File: src/rtl/phoenix_vc_buffer_pkg.sv
// Phoenix VC input buffer: shared defaults, FSM encodings
// and the VC index width helper.
package phoenix_vc_buffer_pkg;

  localparam int TAM_FLIT_DEF = 16;
  localparam int DEPTH_DEF    = 4;
  localparam int NUM_VC_DEF   = 2;

  typedef enum logic [1:0] {
    S_IDLE = 2'd0,
    S_REQ  = 2'd1,
    S_SEND = 2'd2
  } state_t;

  // Position inside the packet being streamed
  typedef enum logic [1:0] {
    F_HDR  = 2'd0,
    F_SIZE = 2'd1,
    F_PAY  = 2'd2
  } fidx_t;

  function automatic int vc_width(input int n);
    return (n > 1) ? $clog2(n) : 1;
  endfunction

endpackage

File: src/rtl/phoenix_vc_buffer_if.sv
// Phoenix VC input buffer port bundle: upstream flits,
// credits, routing request and crossbar stream.
interface phoenix_vc_buffer_if
  import phoenix_vc_buffer_pkg::*;
#(
  parameter int TAM_FLIT = TAM_FLIT_DEF,
  parameter int NUM_VC   = NUM_VC_DEF
);
  localparam int VCW = vc_width(NUM_VC);

  logic                rx;
  logic [VCW-1:0]      vc_in;
  logic [TAM_FLIT-1:0] data_in;
  logic [NUM_VC-1:0]   credit_o;
  logic                h;
  logic                ack_h;
  logic                data_av;
  logic [TAM_FLIT-1:0] data;
  logic                data_ack;
  logic [VCW-1:0]      vc_sel;
  logic                sender;
  logic [NUM_VC-1:0]   overflow;

  modport master (
    output rx, vc_in, data_in,
    output ack_h, data_ack,
    input  credit_o, h, data_av,
    input  data, vc_sel, sender,
    input  overflow
  );

  modport slave (
    input  rx, vc_in, data_in,
    input  ack_h, data_ack,
    output credit_o, h, data_av,
    output data, vc_sel, sender,
    output overflow
  );

endinterface

File: src/rtl/phoenix_vc_fifo.sv
// Single-clock flit FIFO for one virtual channel,
// exposing occupancy and the head flit.
module phoenix_vc_fifo #(
  parameter  int W     = 16,
  parameter  int DEPTH = 4,
  localparam int CW    = $clog2(DEPTH) + 1,
  localparam int PW    = $clog2(DEPTH)
) (
  input  logic          clock,
  input  logic          reset,
  input  logic          push,
  input  logic          pop,
  input  logic [W-1:0]  din,
  output logic [W-1:0]  head,
  output logic [CW-1:0] count
);

  logic [W-1:0]  mem [DEPTH];
  logic [PW-1:0] rd_ptr;
  logic [PW-1:0] wr_ptr;
  logic          full;
  logic          rd_en;
  logic          wr_en;

  assign full  = count == CW'(DEPTH);
  assign rd_en = pop && (count != '0);
  // A full FIFO still takes a flit when its head leaves
  assign wr_en = push && (!full || rd_en);
  assign head  = mem[rd_ptr];

  always_ff @(posedge clock) begin
    if (!reset) begin
      rd_ptr <= '0;
      wr_ptr <= '0;
      count  <= '0;
    end else begin
      if (wr_en) wr_ptr <= wr_ptr + PW'(1);
      if (rd_en) rd_ptr <= rd_ptr + PW'(1);
      unique case ({wr_en, rd_en})
        2'b10:   count <= count + CW'(1);
        2'b01:   count <= count - CW'(1);
        default: ;
      endcase
    end
  end

  always_ff @(posedge clock) begin
    if (wr_en) mem[wr_ptr] <= din;
  end

endmodule

File: src/rtl/phoenix_vc_buffer.sv
// Phoenix router input port: per-VC FIFOs with credits,
// round-robin packet selection and packet streaming FSM.
module phoenix_vc_buffer
  import phoenix_vc_buffer_pkg::*;
#(
  parameter int TAM_FLIT = TAM_FLIT_DEF,
  parameter int DEPTH    = DEPTH_DEF,
  parameter int NUM_VC   = NUM_VC_DEF
) (
  input logic               clock,
  input logic               reset,
  phoenix_vc_buffer_if.slave bus
);

  localparam int VCW = vc_width(NUM_VC);
  localparam int CW  = $clog2(DEPTH) + 1;

  state_t              state;
  fidx_t               flit_idx;
  logic [TAM_FLIT-1:0] remaining;
  logic [VCW-1:0]      rr_ptr;
  logic [VCW-1:0]      vc_sel;
  logic [VCW-1:0]      next_vc;
  logic                found;
  logic [NUM_VC-1:0]   push;
  logic [NUM_VC-1:0]   pop;
  logic [NUM_VC-1:0]   ne;
  logic [NUM_VC-1:0]   full;
  logic [NUM_VC-1:0]   credit;
  logic [NUM_VC-1:0]   ovf;
  logic [CW-1:0]       cnt  [NUM_VC];
  logic [TAM_FLIT-1:0] head [NUM_VC];
  logic [TAM_FLIT-1:0] head_sel;
  logic                av;
  logic                fire;
  logic                last;

  for (genvar v = 0; v < NUM_VC; v++) begin : g_vc
    assign push[v]   = bus.rx && (bus.vc_in == VCW'(v));
    assign pop[v]    = fire && (vc_sel == VCW'(v));
    assign ne[v]     = cnt[v] != '0;
    assign full[v]   = cnt[v] == CW'(DEPTH);
    assign credit[v] = !full[v] || pop[v];

    phoenix_vc_fifo #(
      .W     (TAM_FLIT),
      .DEPTH (DEPTH)
    ) u_fifo (
      .clock (clock),
      .reset (reset),
      .push  (push[v]),
      .pop   (pop[v]),
      .din   (bus.data_in),
      .head  (head[v]),
      .count (cnt[v])
    );
  end

  assign head_sel = head[vc_sel];
  assign av       = (state == S_SEND) && ne[vc_sel];
  assign fire     = av && bus.data_ack;

  // Walk downward so the VC closest to rr_ptr wins
  always_comb begin
    int             j;
    logic [VCW-1:0] idx;
    found   = 1'b0;
    next_vc = rr_ptr;
    j       = 0;
    idx     = '0;
    for (int i = NUM_VC - 1; i >= 0; i--) begin
      j = int'(rr_ptr) + i;
      if (j >= NUM_VC) j = j - NUM_VC;
      idx = VCW'(j);
      if (ne[idx]) begin
        found   = 1'b1;
        next_vc = idx;
      end
    end
  end

  always_comb begin
    last = 1'b0;
    unique case (flit_idx)
      F_SIZE:  last = head_sel == '0;
      F_PAY:   last = remaining == TAM_FLIT'(1);
      default: last = 1'b0;
    endcase
  end

  always_ff @(posedge clock) begin
    if (!reset) begin
      state     <= S_IDLE;
      vc_sel    <= '0;
      rr_ptr    <= '0;
      flit_idx  <= F_HDR;
      remaining <= '0;
    end else begin
      unique case (state)
        S_IDLE: begin
          if (found) begin
            vc_sel <= next_vc;
            state  <= S_REQ;
          end
        end
        S_REQ: begin
          if (bus.ack_h) state <= S_SEND;
        end
        S_SEND: begin
          if (fire) begin
            if (last) begin
              state     <= S_IDLE;
              flit_idx  <= F_HDR;
              remaining <= '0;
              rr_ptr    <= (vc_sel == VCW'(NUM_VC - 1))
                           ? '0 : vc_sel + VCW'(1);
            end else begin
              unique case (flit_idx)
                F_HDR:   flit_idx <= F_SIZE;
                F_SIZE: begin
                  flit_idx  <= F_PAY;
                  remaining <= head_sel;
                end
                default: remaining <= remaining - TAM_FLIT'(1);
              endcase
            end
          end
        end
        default: state <= S_IDLE;
      endcase
    end
  end

  always_ff @(posedge clock) begin
    if (!reset) ovf <= '0;
    else        ovf <= ovf | (push & full & ~pop);
  end

  assign bus.credit_o = credit;
  assign bus.h        = state == S_REQ;
  assign bus.data_av  = av;
  assign bus.data     = head_sel;
  assign bus.vc_sel   = vc_sel;
  assign bus.sender   = state == S_SEND;
  assign bus.overflow = ovf;

endmodule

File: src/flat_wrapper.sv
// flat-port wrapper written by rule: the top's interface ports become plain ports
module phoenix_vc_buffer_flat import phoenix_vc_buffer_pkg::*;
#(
  parameter int TAM_FLIT = TAM_FLIT_DEF,
  parameter int DEPTH    = DEPTH_DEF,
  parameter int NUM_VC   = NUM_VC_DEF
)
  (clock, reset, bus_rx, bus_vc_in, bus_data_in, bus_ack_h, bus_data_ack, bus_credit_o, bus_h, bus_data_av, bus_data, bus_vc_sel, bus_sender, bus_overflow);
  phoenix_vc_buffer_if #(.TAM_FLIT(TAM_FLIT), .NUM_VC(NUM_VC)) bus_i ();
  input logic clock;
  input logic reset;
  input wire logic [$bits(bus_i.rx)-1:0] bus_rx;
  input wire logic [$bits(bus_i.vc_in)-1:0] bus_vc_in;
  input wire logic [$bits(bus_i.data_in)-1:0] bus_data_in;
  input wire logic [$bits(bus_i.ack_h)-1:0] bus_ack_h;
  input wire logic [$bits(bus_i.data_ack)-1:0] bus_data_ack;
  output wire logic [$bits(bus_i.credit_o)-1:0] bus_credit_o;
  output wire logic [$bits(bus_i.h)-1:0] bus_h;
  output wire logic [$bits(bus_i.data_av)-1:0] bus_data_av;
  output wire logic [$bits(bus_i.data)-1:0] bus_data;
  output wire logic [$bits(bus_i.vc_sel)-1:0] bus_vc_sel;
  output wire logic [$bits(bus_i.sender)-1:0] bus_sender;
  output wire logic [$bits(bus_i.overflow)-1:0] bus_overflow;
  assign bus_i.rx = bus_rx;
  assign bus_i.vc_in = bus_vc_in;
  assign bus_i.data_in = bus_data_in;
  assign bus_i.ack_h = bus_ack_h;
  assign bus_i.data_ack = bus_data_ack;
  assign bus_credit_o = bus_i.credit_o;
  assign bus_h = bus_i.h;
  assign bus_data_av = bus_i.data_av;
  assign bus_data = bus_i.data;
  assign bus_vc_sel = bus_i.vc_sel;
  assign bus_sender = bus_i.sender;
  assign bus_overflow = bus_i.overflow;
  phoenix_vc_buffer #(.TAM_FLIT(TAM_FLIT), .DEPTH(DEPTH), .NUM_VC(NUM_VC)) u_core (.clock(clock), .reset(reset), .bus(bus_i));
endmodule
File: config.mk
export PLATFORM = sky130hd
export DESIGN_NAME = phoenix_vc_buffer_flat
export DESIGN_NICKNAME = d
export VERILOG_FILES = /design/src/rtl/phoenix_vc_buffer_pkg.sv /design/src/rtl/phoenix_vc_buffer_if.sv /design/src/rtl/phoenix_vc_fifo.sv /design/src/rtl/phoenix_vc_buffer.sv /design/src/flat_wrapper.sv
export SDC_FILE = /design/constraint.sdc
export NUM_CORES = 1
export LEC_CHECK = 0
export ABC_CLOCK_PERIOD_IN_PS = 5600
export CORE_MARGIN = 2
export CORE_UTILIZATION = 55
export CTS_BUF_LIST = sky130_fd_sc_hd__clkbuf_8
export DETAILED_ROUTE_END_ITERATION = 6
export PLACE_DENSITY = 0.75
export RECOVER_POWER = 100
export SYNTH_ARGS = -nofsm -noshare
export SYNTH_HDL_FRONTEND = slang
export SYNTH_SLANG_ARGS = --single-unit
File: constraint.sdc
create_clock -name clock -period 5.6 [get_ports clock]
set_clock_uncertainty 0.2 [all_clocks]
set_input_delay 1.68 -clock clock [delete_from_list [all_inputs] [get_ports clock]]
set_output_delay 1.68 -clock clock [all_outputs]
set_load 0.01 [all_outputs]
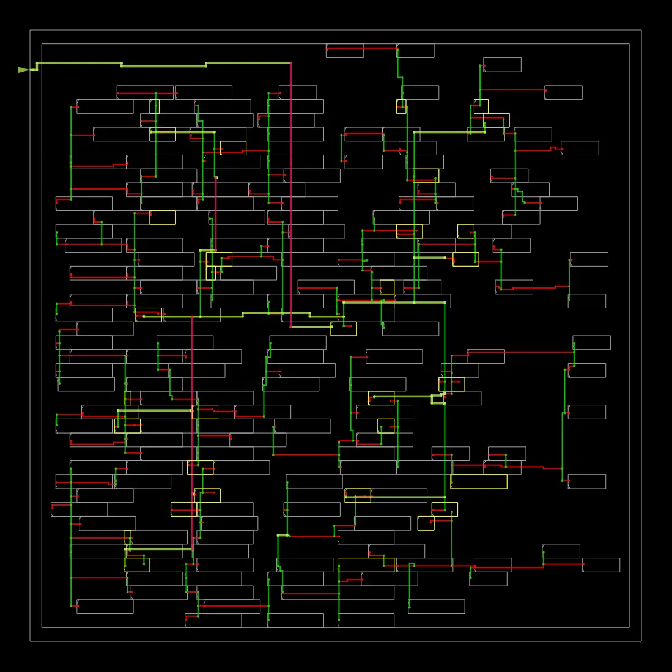
clock_nets.png
sequential cell count: 170
Worst-Skew Late Latency: 0.45 ns
CTS Buf Count: 17
TritonCTS sink count: 170

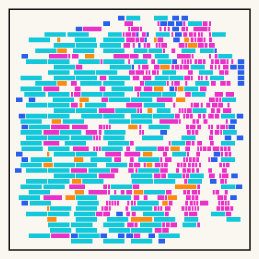
class_map.png
(2 px per um)
orange -> clock drivers and dummy loads  # cells 32, share of their area 4.9%
cyan -> sequential cells  # cells 170, share of their area 58%
blue -> remaining buffers and delay cells  # cells 53, share of their area 6.0%
magenta -> remaining logic cells  # cells 357, share of their area 31%
core footprint: 13100 sq um
Post-Route Utilization: 63.5%

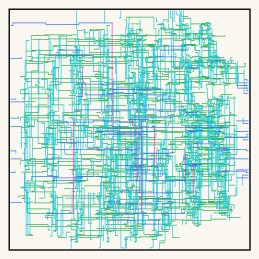
layers.png
(2 px per um)
blue -> M3  # wire length 1110 um
magenta -> M4  # wire length 236 um
cyan -> M2  # wire length 7770 um
green -> M1  # wire length 6180 um
total wire length: 15300 um
total via count after detailed routing: 4635
total global-route track usage: 22.6%

==> run notes <==
Item: results of the latest flow run.

- In this run the critical register-to-register path is captured at u_core.remaining[4].
- The fraction of the yosys area taken by sequential cells is 63.7%.
- Post-synthesis, Yosys gives the total cell area as ~7400 sq um.
- The number of inserted filler cells in the final layout is 966.
- Sorting the synthesis cell report by count puts at the top edfxtp_1.
- The I/O pin count is 46.
- The data required time reported for the critical path is 3.72 ns.
- The cell area that synthesis handed to floorplanning was 7360 sq um.
- Pins over their slew limit in the final report were tallied at 31.
- The warning tally printed by Yosys for this design is 0.
- Net switching is 23.1% of the power.
- The number of warnings in the stage logs is 35.
- The average instance area after synthesis is 13.4 sq um.
- Clock tree synthesis selected as its root buffer the cell clkbuf_8.
- The tool flagged a number of max-cap violations equal to 1.
- The via count of the first global-routing pass is 4529.
- The half-perimeter wire length after placement is 10200 um.
- The arrival time at the worst endpoint is 3.41 ns.
- u_core.g_vc.u_fifo.mem holds more flip-flops than any other register.
- The report lists the power per cell area as between 200 and 300 nW/um^2.
- The routed via count divided by cell count is ~5.9.
- Sorting the synthesized cells by how often they occur yields 128 x edfxtp_1, 66 x nand2_1, 42 x dfxtp_1, 41 x nor2_1.
- The mux contribution to synthesized area is about 10%.
- The final antenna diode tally reported by the flow is 0.
- TritonCTS built the clock tree.
- The setup TNS is 0 ns.
- The post-synth net total is 588.
- The flow ran to the end, but the final reports show violations.
- Per the gpl log, the routability congestion estimate is 0.869.
- The antenna violation net count after detailed routing is 0.
- Compared with the post-synthesis result, the final layout area differs by 13.3%.
- The global-route wire length before repair is 23900 um.
- The path class of the tightest hold or removal check is reg -> reg.
- Summed over all nets, the switching power comes to 0.572 mW.
- The final reports fail on max-capacitance violations, max-slew violations.
- In the setup report, the worst path falls into the class in -> out.
- From the final report, the count of setup violators was given as 0.
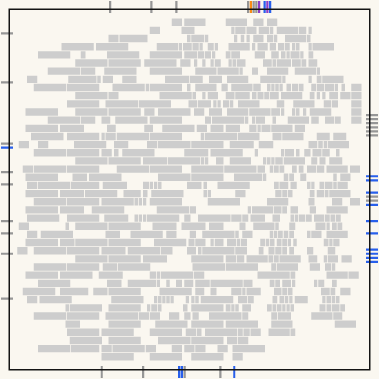
pinout.png
(3 px per um) Pins as bars across the die edge, other pins in grey.
orange -> `bus_vc_in`  # pins 1, direction input, edge top
purple -> `bus_credit_o`  # pins 2, direction output, edge top
blue -> `bus_data`  # pins 16, direction output, edge 10 right, 3 bottom, 2 top, 1 left
all pins by edge = 18 right, 11 top, 10 left, 7 bottom

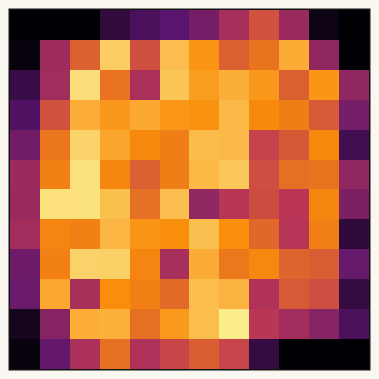
util_map.png
(3 px per um) 12 x 12 tiles, from black (low) to pale yellow (high), 0 to 100% covered.
fullest tile = 96%
nearly empty tiles = 5.6%
emptiest ninth of the die = bottom right
mean over tiles = 57%
tiles over 75% full = 31%

## cells in the final DEF, fill, tap and decap left out, drive strengths merged, types with 14 or more instances in the layout
master and count:
nor2 41, inv 21, nand2 66, dlygate4sd3 36, clkbuf 26, mux2i 23, o21ai 24, mux4 21
dfxtp 42, a21oi 15, edfxtp 128, and2 14
## routing by layer
metal / vias up / GRT usage (%) / wire (um)
met5: - / 0 / 0
met3: 22 / 4.80 / 1110
met1: 2259 / 29.0 / 6180
met4: 0 / 8.82 / 235
li1: 2174 / - / -
met2: 180 / 38.0 / 7770
## worst min path at each step
stage,endpoint,cells after the start,from
after floorplan,u_core.rr_ptr,2,u_core.rr_ptr
after global placement,u_core.bus.overflow[0],2,u_core.bus.overflow[0]
after detailed placement,u_core.rr_ptr,2,u_core.rr_ptr
after CTS,u_core.rr_ptr,2,u_core.rr_ptr
after global routing,u_core.bus.overflow[1],2,u_core.bus.overflow[1]
final,u_core.bus.overflow[1],2,u_core.bus.overflow[1]
## final cells by class
type                       instances  share of cell area [%]
clock inverter                    12                    1.48
multi-input combinational        340                    29.8
clock buffer                      20                    3.30
inverter                          17                   0.765
timing repair buffer              53                    5.85
sequential                       170                    56.2
tap                              176                    2.64
## power by group through the flow
stage,clock [mW],sequential [mW],combinational (mW)
global placement,0,1.42,0.229
detailed placement,0,1.43,0.235
global route,0.926,1.40,0.244
finish,0.850,1.40,0.224
CTS,0.870,1.40,0.236
floorplan,0,1.42,0.123
## metrics by stage
stage / worst slack, ns / total power [mW]
floorplan: 1.54 / 1.55
global placement: 0.438 / 1.65
detailed placement: 0.434 / 1.66
CTS: 0.429 / 2.50
global route: 0.205 / 2.57
finish: 0.309 / 2.47
## worst max-delay path: stages
cell and delay [ns]:
dlygate4sd3_1 0.53, nand3b_1 0.18, o2111ai_1 0.35, dlygate4sd3_1 0.67
Power figures rest on the tool's default switching activity, not on a simulated workload.
